Figure 1. Where the registers sit.
Scale bar: 50 um.
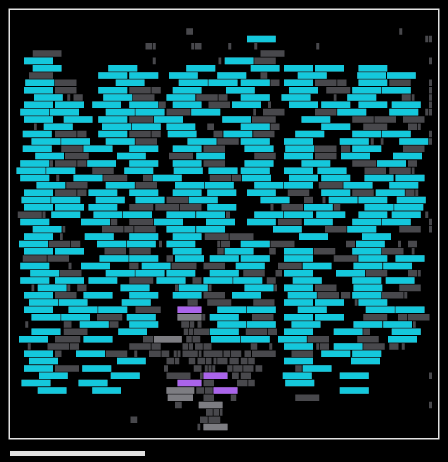
Figure 2. Routed metal, one color a layer.
Only two layers are drawn.
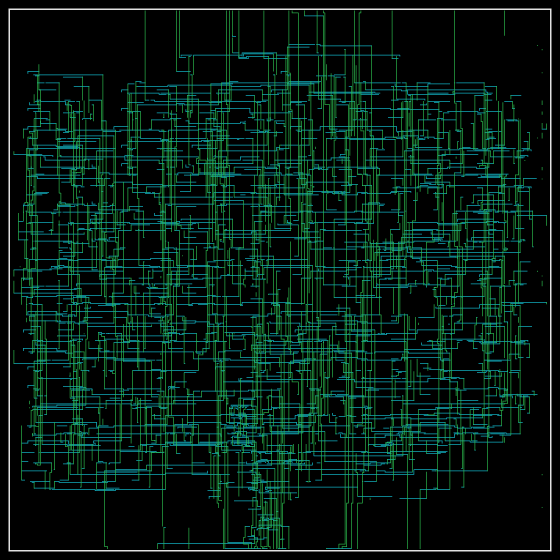
Figure 3. Ports around the boundary.
Pins as bars across the die edge, other pins in gray.
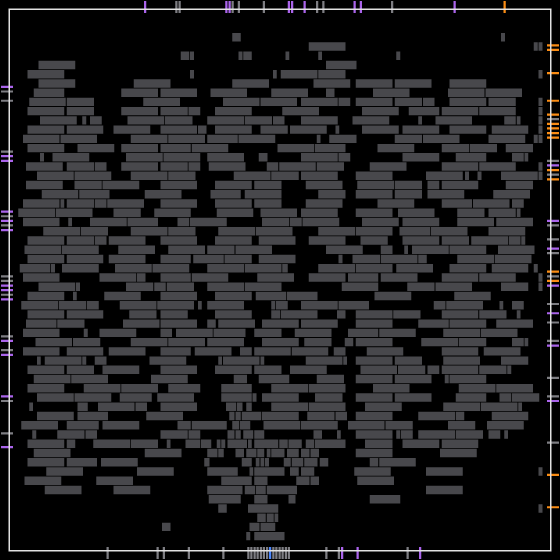
--- src/rtl/ascon_out_buf.sv ---
// Output buffer between the Ascon core's bdo/auth outputs and the host: a word FIFO plus a sticky auth register.
// Optional segment word counter (seg_len/seg_done) is enabled by defining ASCON_OUT_CNT_EN.
module ascon_out_buf #(
   parameter int CCW   = 32,
   parameter int DEPTH = 8
) (
   input  logic           clk,
   input  logic           rst,
   input  logic [CCW-1:0] bdo,
   input  logic           bdo_valid,
   output logic           bdo_ready,
   input  logic [3:0]     bdo_type,
   input  logic           bdo_eot,
   input  logic           auth,
   input  logic           auth_valid,
   output logic           auth_ready,
   output logic [CCW-1:0] out_data,
   output logic [3:0]     out_type,
   output logic           out_eot,
   output logic           out_valid,
   input  logic           out_ready,
   output logic           auth_out,
   output logic           auth_out_valid,
   input  logic           auth_clr,
   output logic [15:0]    seg_len,
   output logic           seg_done
);

   localparam int AW = $clog2(DEPTH);
   localparam int PW = AW + 1;
   localparam int EW = CCW + 5;
   localparam logic [3:0] D_NULL = 4'h0;

   logic [EW-1:0] mem [DEPTH];
   logic [PW-1:0] wr_ptr;
   logic [PW-1:0] rd_ptr;
   logic [EW-1:0] head;
   logic          full;
   logic          empty;
   logic          hs_in;
   logic          push;
   logic          pop;

   // Pointers carry one extra wrap bit so full and empty are distinguishable.
   assign full  = (wr_ptr[AW] != rd_ptr[AW]) && (wr_ptr[AW-1:0] == rd_ptr[AW-1:0]);
   assign empty = (wr_ptr == rd_ptr);

   assign bdo_ready = !full;
   assign out_valid = !empty;
   assign hs_in     = bdo_valid && bdo_ready;
   assign push      = hs_in && (bdo_type != D_NULL);
   assign pop       = out_valid && out_ready;

   // NOTE: the storage array has no reset; validity is tracked by the pointers alone.
   always_ff @(posedge clk) begin
      if (push) begin
         mem[wr_ptr[AW-1:0]] <= {bdo_eot, bdo_type, bdo};
      end
   end

   // NOTE: sequential state uses non-blocking assignments so every register samples pre-edge values.
   always_ff @(posedge clk or posedge rst) begin
      if (rst) begin
         wr_ptr <= '0;
         rd_ptr <= '0;
      end else begin
         if (push) wr_ptr <= wr_ptr + PW'(1);
         if (pop)  rd_ptr <= rd_ptr + PW'(1);
      end
   end

   // Masking with empty keeps outputs at zero after reset, when the array is undefined.
   assign head     = mem[rd_ptr[AW-1:0]];
   assign out_data = empty ? '0   : head[CCW-1:0];
   assign out_type = empty ? 4'h0 : head[CCW+3:CCW];
   assign out_eot  = !empty && head[CCW+4];

   assign auth_ready = !auth_out_valid;

   always_ff @(posedge clk or posedge rst) begin
      if (rst) begin
         auth_out       <= 1'b0;
         auth_out_valid <= 1'b0;
      end else if (auth_valid && auth_ready) begin
         auth_out       <= auth;
         auth_out_valid <= 1'b1;
      end else if (auth_clr) begin
         auth_out_valid <= 1'b0;
      end
   end

`ifdef ASCON_OUT_CNT_EN
   logic [15:0] cnt;
   logic [15:0] cnt_inc;

   assign cnt_inc = (cnt == 16'hFFFF) ? cnt : cnt + 16'd1;

   always_ff @(posedge clk or posedge rst) begin
      if (rst) begin
         cnt      <= '0;
         seg_len  <= '0;
         seg_done <= 1'b0;
      end else begin
         seg_done <= 1'b0;
         if (pop) begin
            if (out_eot) begin
               seg_len  <= cnt_inc;
               seg_done <= 1'b1;
               cnt      <= '0;
            end else begin
               cnt <= cnt_inc;
            end
         end
      end
   end
`else
   assign seg_len  = '0;
   assign seg_done = 1'b0;
`endif

endmodule

--- config.mk ---
export PLATFORM = sky130hd
export DESIGN_NAME = ascon_out_buf
export DESIGN_NICKNAME = d
export VERILOG_FILES = /design/src/rtl/ascon_out_buf.sv
export SDC_FILE = /design/constraint.sdc
export NUM_CORES = 1
export LEC_CHECK = 0
export CAP_MARGIN = 20
export CORE_MARGIN = 2
export CORE_UTILIZATION = 50
export CTS_BUF_LIST = sky130_fd_sc_hd__clkbuf_4 sky130_fd_sc_hd__clkbuf_8 sky130_fd_sc_hd__clkbuf_16
export DETAILED_ROUTE_END_ITERATION = 7
export DONT_BUFFER_PORTS = 1
export PLACE_DENSITY = 0.7
export SLEW_MARGIN = 20
export SYNTH_ARGS = -nofsm -noshare
export SYNTH_HDL_FRONTEND = slang
export SYNTH_SLANG_ARGS = --single-unit
export TNS_END_PERCENT = 20
--- constraint.sdc ---
create_clock -name clk -period 4.7 [get_ports clk]
set_input_delay 0.94 -clock clk [delete_from_list [all_inputs] [get_ports clk]]
set_output_delay 0.94 -clock clk [all_outputs]
set_load 0.05 [all_outputs]
==> flow_summary.toml <==
# yosys + openroad results
[outcome]
status = "complete, no violations"

[job]
warning_count = 26

[floorplanning]
chipArea_um2 = 25300
core_area_um2 = 23500

[sta]
finClkSkew_ns = 0.0121
drv_slew = 0
finalHoldViolations = 0
max_freq_mhz = 245
fin_tns_setup_ns = 0
finalClockPeriodUsage_pct = 86.9
setup-violations-final = 0

[power_and_ir_drop]
ir_drop_mv = 0.498

[drt]
wl_per_cell_um = 23.7
ant_nets = 0

[clock_network]
clockRootBuffer = "clkbuf_16"
clock_path_buffers = 3
post-cts-setup-buffers = 0
cts_tree = "done"
clock_sinks = 306
cts_inserted_buffers = 30
h-tree-depth = 1

[place]
io_buffer_count = 0
place_congestion = 0.726

[synth]
edf_count = 296
syn_inst = 550

[grt]
grt_max_degree = 78
grt.total_usage_pct = 17.2
first_global_vias = 5383

[layout]
final_common_cell = "edfxtp_1"
fin_cells = 910
syn_to_final_growth_pct = 10.4
fillers = 1742
fin_util_pct = 56.3

[min_path]
hold_path_class = "in -> async"
Notes on Figure 1 above:
- wr_ptr: purple (sequential cells 4; where bottom middle)
- mem: cyan (sequential cells 296)

Notes on Figure 2 above:
- met1: cyan (wire length 8550 um)
- met2: green (wire length 11100 um)

Notes on Figure 3 above:
- auth_clr: blue (pins 1; direction input; edge bottom)
- bdo: purple (pins 32; direction input; edge 13 left, 9 top, 7 right, 3 bottom)
- seg_len: orange (pins 16; direction output; edge 15 right, 1 top)
- all pins by edge: 35 right, 25 bottom, 25 left, 18 top
die y size: 159 um
Die Wd: 159 um

kinds of logic (layout without fill, tap and decap cells):
| logic type | after synthesis | after routing | share of synthesized area, % |
|---|---|---|---|
| flops | 306 | 306 | 76.1 |
| xor+xnor | 8 | 8 | 0.583 |
| simple gates | 63 | 63 | 2.20 |
| other cells | 1 | 17 | 0.0312 |
| compound gates | 6 | 6 | 0.458 |
| mux | 114 | 114 | 17.4 |
| buf+inv | 50 | 75 | 3.05 |
| fa+ha+maj | 2 | 2 | 0.208 |
state kept, by name, summed over array words and instances, names as in the netlist:
register,count
mem,296
rd_ptr,4
wr_ptr,4
auth_out,1
auth_out_valid,1
final cells by class:
type / count / area [um2] / area share, %
sequential: 306 / 9150 / 69.0
tap: 319 / 399 / 3.01
clock buffer: 38 / 828 / 6.25
clock inverter: 13 / 86.3 / 0.651
timing repair buffer: 19 / 155 / 1.17
multi-input combinational: 210 / 2630 / 19.8
inverter: 5 / 18.8 / 0.142
critical path, cell delays in order (launching register included):
cell and delay (ns):
dfrtp_4 0.69, xnor2_1 0.35, nand3_1 0.22, nor2_4 0.66, buf_4 0.37, nor2_1 0.11
buf_4 0.20
synth_stat cells (all sizes together) (2+ instances only):
library cell  number  area, um2
a211o              2       17.5
buf               41        333
clkbuf             4       15.0
dfrtp             10        250
edfxtp           296       8890
ha                 2       25.0
inv                5       18.8
mux2               3       33.8
mux2i             37        370
mux4              74       1680
nand2              6       22.5
nand2b             2       12.5
nand3              2       10.0
nor2              43        164
nor3               6       30.0
xnor2              6       52.6
xor2               2       17.5
worst paths after layout:
| kind | from | to | slack, ns | cells past startpoint |
|---|---|---|---|---|
| max in group asynchronous | rst | rd_ptr[0]$_DFFE_PP0P_ | 4.11 | 1 |
| worst max-delay path | rd_ptr[1]$_DFFE_PP0P_ | out_type[3] | 0.61 | 6 |
| worst min-delay path | rst | auth_out_valid$_DFFE_PP0P_ | 0.27 | 1 |
| worst min register to register | wr_ptr[2]$_DFFE_PP0P_ | wr_ptr[2]$_DFFE_PP0P_ | 0.55 | 1 |
| worst max register to register | rd_ptr[1]$_DFFE_PP0P_ | rd_ptr[1]$_DFFE_PP0P_ | 1.62 | 7 |
| min in group clk | auth_clr | auth_out_valid$_DFFE_PP0P_ | 0.48 | 1 |
report_power, final:
part / switching (mW) / internal, mW / total (mW)
Sequential: 0.196 / 3.45 / 3.65
Clock: 0.930 / 1.29 / 2.22
Combinational: 2.57 / 1.06 / 3.63
Total: 3.69 / 5.80 / 9.50
layer usage:
metal | up-vias | part of all wire (%)
li1 | 2253 | -
met4 | 0 | 2.2
met3 | 42 | 6.9
met1 | 2618 | 40
met5 | - | 0
met2 | 166 | 51
